Figure 1. Met1 routing.
Cells faint in the background.
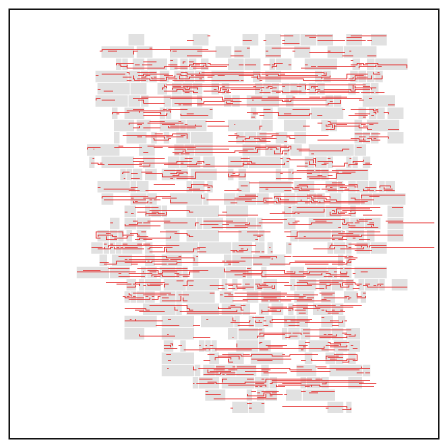
Figure 2. Routing congestion map.
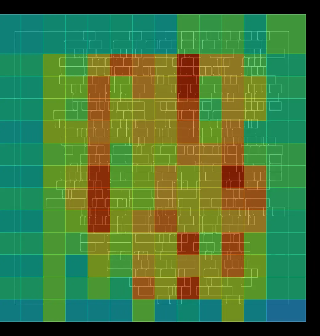
===== config.mk =====
export PLATFORM = sky130hd
export DESIGN_NAME = ifns_seq_encoder_ctrl_flat
export DESIGN_NICKNAME = d
export VERILOG_FILES = /design/src/rtl/ifns_seq_encoder_ctrl_if.sv /design/src/rtl/ifns_seq_encoder_ctrl.sv /design/src/flat_wrapper.sv
export SDC_FILE = /design/constraint.sdc
export NUM_CORES = 1
export LEC_CHECK = 0
export CAP_MARGIN = 10
export CORE_MARGIN = 5
export CORE_UTILIZATION = 41
export CTS_CLUSTER_DIAMETER = 150
export DETAILED_ROUTE_END_ITERATION = 7
export PLACE_DENSITY = 0.67
export REMOVE_ABC_BUFFERS = 1
export SYNTH_ARGS = -nofsm -noshare
export SYNTH_HDL_FRONTEND = slang
export SYNTH_SLANG_ARGS = --single-unit

===== constraint.sdc =====
create_clock -name clk -period 2.8 [get_ports clk]
set_input_delay 0.56 -clock clk [delete_from_list [all_inputs] [get_ports clk]]
set_output_delay 0.56 -clock clk [all_outputs]
set_load 0.02 [all_outputs]

===== src/rtl/ifns_seq_encoder_ctrl_if.sv =====
`default_nettype none
// ============================================================================
// Module   : ifns_seq_encoder_ctrl_if
// Purpose  : Valid/ready bundle for the sequenced IFNS encoder. It carries
//            the input word channel (source -> encoder) and the codeword
//            channel (encoder -> sink).
// Modports : master - source/sink side (drives in_valid, in_data, out_ready)
//            slave  - encoder side    (drives in_ready, out_valid, out_code)
// Revision : 1.0  initial release
// ============================================================================
interface ifns_seq_encoder_ctrl_if #(
    parameter int DATA_W = 10,
    parameter int CODE_W = 14
);
    logic              in_valid;
    logic              in_ready;
    logic [DATA_W-1:0] in_data;
    logic              out_valid;
    logic              out_ready;
    logic [CODE_W-1:0] out_code;

    modport master (
        output in_valid, in_data, out_ready,
        input  in_ready, out_valid, out_code
    );

    modport slave (
        input  in_valid, in_data, out_ready,
        output in_ready, out_valid, out_code
    );
endinterface
`default_nettype wire


===== src/rtl/ifns_seq_encoder_ctrl.sv =====
`default_nettype none
// ============================================================================
// Module   : ifns_seq_encoder_ctrl
// Purpose  : Iterative IFNS 10-bit -> 14-digit encoder. One shared
//            compare/subtract stage emits one digit per cycle, d14 first and
//            d1 last, using the Fibonacci thresholds/weights and the
//            carry-previous-digit rule of the combinational IFNS core.
// Ports    : clk        - clock, rising edge
//            rst        - synchronous active-high reset
//            bus        - slave side of the in/out valid/ready bundle
//                         (in_valid, in_ready, in_data,
//                          out_valid, out_ready, out_code[13]=d14..[0]=d1)
//            flush      - synchronous abort of the current encode
//            busy       - state is not IDLE
//            err        - range error (only with IFNS_RANGE_CHK_EN)
// Options  : IFNS_RANGE_CHK_EN - adds err: set when the remainder left for
//            d1 exceeds 1, i.e. the input is not representable.
// Revision : 1.0  initial release
// ============================================================================
module ifns_seq_encoder_ctrl #(
    parameter int DATA_W = 10,
    parameter int CODE_W = 14
) (
    input  wire logic              clk,
    input  wire logic              rst,
    ifns_seq_encoder_ctrl_if.slave bus,
    input  wire logic              flush,
    output logic                   busy
`ifdef IFNS_RANGE_CHK_EN
    ,
    output logic                   err
`endif
);

    typedef enum logic [1:0] {
        S_IDLE = 2'd0,
        S_RUN  = 2'd1,
        S_DONE = 2'd2
    } state_t;

    localparam logic [3:0] c_LAST_STEP = 4'd13;

    state_t            r_state;
    logic [DATA_W-1:0] r_rem;
    logic [3:0]        r_step;
    logic              r_prev;
    logic [CODE_W-1:0] r_code;
`ifdef IFNS_RANGE_CHK_EN
    logic              r_err;
`endif

    logic [DATA_W-1:0] w_upper;
    logic [DATA_W-1:0] w_weight;
    logic              w_digit;
    logic [DATA_W-1:0] w_rem_next;
    logic [3:0]        w_bit_idx;
    logic              w_accept;

    // Upper threshold U and weight W of the digit produced at each step.
    // Step 0 uses U == W so the generic rule collapses to d = (rem >= 610).
    always_comb begin
        w_upper  = '0;
        w_weight = '0;
        case (r_step)
            4'd0:    begin w_upper = 10'd610; w_weight = 10'd610; end
            4'd1:    begin w_upper = 10'd377; w_weight = 10'd233; end
            4'd2:    begin w_upper = 10'd233; w_weight = 10'd144; end
            4'd3:    begin w_upper = 10'd144; w_weight = 10'd89;  end
            4'd4:    begin w_upper = 10'd89;  w_weight = 10'd55;  end
            4'd5:    begin w_upper = 10'd55;  w_weight = 10'd34;  end
            4'd6:    begin w_upper = 10'd34;  w_weight = 10'd21;  end
            4'd7:    begin w_upper = 10'd21;  w_weight = 10'd13;  end
            4'd8:    begin w_upper = 10'd13;  w_weight = 10'd8;   end
            4'd9:    begin w_upper = 10'd8;   w_weight = 10'd5;   end
            4'd10:   begin w_upper = 10'd5;   w_weight = 10'd3;   end
            4'd11:   begin w_upper = 10'd3;   w_weight = 10'd2;   end
            4'd12:   begin w_upper = 10'd2;   w_weight = 10'd1;   end
            default: begin w_upper = '0;      w_weight = '0;      end
        endcase
    end

    // In the band W <= rem < U either digit value keeps the remainder
    // encodable, so the previous digit is repeated (carry-prev rule).
    always_comb begin
        w_digit = 1'b0;
        if (r_step == c_LAST_STEP) begin
            w_digit = r_rem[0];
        end else if (r_rem >= w_upper) begin
            w_digit = 1'b1;
        end else if (r_rem < w_weight) begin
            w_digit = 1'b0;
        end else begin
            w_digit = r_prev;
        end
    end

    assign w_rem_next = w_digit ? (r_rem - w_weight) : r_rem;
    assign w_bit_idx  = c_LAST_STEP - r_step;
    assign w_accept   = bus.in_valid && bus.in_ready;

    always_ff @(posedge clk) begin
        if (rst) begin
            r_state <= S_IDLE;
            r_rem   <= '0;
            r_step  <= '0;
            r_prev  <= 1'b0;
            r_code  <= '0;
`ifdef IFNS_RANGE_CHK_EN
            r_err   <= 1'b0;
`endif
        end else if (flush && (r_state != S_IDLE)) begin
            // Abort: the word in flight is dropped without output.
            r_state <= S_IDLE;
`ifdef IFNS_RANGE_CHK_EN
            r_err   <= 1'b0;
`endif
        end else begin
            case (r_state)
                S_IDLE: begin
                    if (w_accept) begin
                        r_rem   <= bus.in_data;
                        r_step  <= '0;
                        r_prev  <= 1'b0;
                        r_code  <= '0;
                        r_state <= S_RUN;
                    end
                end
                S_RUN: begin
                    r_code[w_bit_idx] <= w_digit;
                    r_rem             <= w_rem_next;
                    r_prev            <= w_digit;
                    r_step            <= r_step + 4'd1;
                    if (r_step == c_LAST_STEP) begin
                        r_state <= S_DONE;
`ifdef IFNS_RANGE_CHK_EN
                        r_err   <= (r_rem[DATA_W-1:1] != '0);
`endif
                    end
                end
                S_DONE: begin
                    if (bus.out_ready) begin
                        r_state <= S_IDLE;
`ifdef IFNS_RANGE_CHK_EN
                        r_err   <= 1'b0;
`endif
                    end
                end
                default: begin
                    r_state <= S_IDLE;
                end
            endcase
        end
    end

    // A flush in IDLE suppresses acceptance for that cycle.
    assign bus.in_ready  = (r_state == S_IDLE) && !flush;
    assign bus.out_valid = (r_state == S_DONE);
    assign bus.out_code  = r_code;
    assign busy          = (r_state != S_IDLE);
`ifdef IFNS_RANGE_CHK_EN
    assign err           = r_err;
`endif

endmodule
`default_nettype wire

===== src/flat_wrapper.sv =====
// flat-port wrapper written by rule: the top's interface ports become plain ports
module ifns_seq_encoder_ctrl_flat 
#(
    parameter int DATA_W = 10,
    parameter int CODE_W = 14
)
  (clk, rst, flush, busy, bus_in_valid, bus_in_data, bus_out_ready, bus_in_ready, bus_out_valid, bus_out_code);
  ifns_seq_encoder_ctrl_if #(.DATA_W(DATA_W), .CODE_W(CODE_W)) bus_i ();
  input  wire logic clk;
  input  wire logic rst;
  input  wire logic flush;
  output logic busy;
  input wire logic [$bits(bus_i.in_valid)-1:0] bus_in_valid;
  input wire logic [$bits(bus_i.in_data)-1:0] bus_in_data;
  input wire logic [$bits(bus_i.out_ready)-1:0] bus_out_ready;
  output wire logic [$bits(bus_i.in_ready)-1:0] bus_in_ready;
  output wire logic [$bits(bus_i.out_valid)-1:0] bus_out_valid;
  output wire logic [$bits(bus_i.out_code)-1:0] bus_out_code;
  assign bus_i.in_valid = bus_in_valid;
  assign bus_i.in_data = bus_in_data;
  assign bus_i.out_ready = bus_out_ready;
  assign bus_in_ready = bus_i.in_ready;
  assign bus_out_valid = bus_i.out_valid;
  assign bus_out_code = bus_i.out_code;
  ifns_seq_encoder_ctrl #(.DATA_W(DATA_W), .CODE_W(CODE_W)) u_core (.clk(clk), .rst(rst), .bus(bus_i), .flush(flush), .busy(busy));
endmodule

==> results.yml <==
# physical design summary
synth:
  yosysTopAreaCell: "dfxtp_1"
  synth_cell_type_count: 59
  synth_cells: 355
  ff_type: "dfxtp_1"
  ys_sh_mux_pct: 2.070
  synth-edff-count: 0
  ys_warn_count: 0
  top_cell_area_share_pct: 33.12
  ys_seq_elements: 49
  top_cells_by_count: "dfxtp_1 (49), inv_1 (36), a21oi_1 (30), ha_1 (30), nor2_1 (27)"
  ys_area_um2: 2962
final_layout:
  largest_reg_flops: 14
  comb_share_pct: 49.95
  fillCellCount: 709
  final_area_um2: 3550
  sh_seq_area_pct: 27.63
  inverters: 36
  utilization_pct: 49.74
  num-multi-input-gates: 252
  syn_to_final_growth_pct: 19.86
  clock_cell_area_share_pct: 2.362
route:
  dr.max_layer_used: "met4"
  num_vias: 2689
  drt-initial-drc-count: 135
  route.met3.wl_um: 294
power:
  ir_worst_vdd_v: 0.0001757
  p_sw_share_pct: 27.81
  seq-power_uw: 731
  finalPower_uw: 1387
  power.group.top: "registers"
  leakage_uw: 0.001526
  powerDensity_nw_per_um2: 390.8
  p_seq_share_pct: 52.7
  power_frac_comb_pct: 17.2
setup_path:
  crit_end: "u_core.r_rem[8]"
  crit_path_start: "u_core.r_rem[0]"
  rr_endpoint: "u_core.r_rem[8]"
  r2r.worst_path.cells: 10
  cp_data_required_time_ns: 3.01
  crit_type: "reg2reg"
  crit_path_top_delay_cell: "fa_1"
  path_max_fanout: 3
  cp_num_buf_inv: 2
  setup.worst_path.end_class: "flip-flop"
floorplanning:
  core-area_um2: 7137
  fp.dieH_um: 94.99
  ios: 32
  dieArea_um2: 9023
grt:
  grt_usage_pct: 16.83
  grtUsageMet1_pct: 22.74
cts:
  holdBufCountCts: 0
  path_clk_slew_ns: 0.10
  postCtsSetupBuffers: 0
  clock-root-buffer: "clkbuf_8"
hold_path:
  hp-start: "u_core.bus.out_code[11]"
  hold_class: "reg2reg"
  hold-path-cell-count: 2
placement:
  portBuffers: 31
  dp_cells: 486
sta:
  min_period_ns: 2.596
  hold_ws_ns: 0.4812
  finalCritPeriodShare_pct: 92.71
  max_clock_freq_mhz: 385.2
  finalWorstSetupSlack_ns: 0.2042
flow_run:
  tool_warnings: 34
outcome:
  outcome: "finished clean"
About Figure 1:
wire length on this layer: 3410 µm
share of all routed wire: 47%
longest straight run: 44.2 µm

About Figure 2:
GR Layer Usage met2: 27.54%
GRT Max-Usage Layer: met2

Power is estimated from default activity; no workload was simulated.
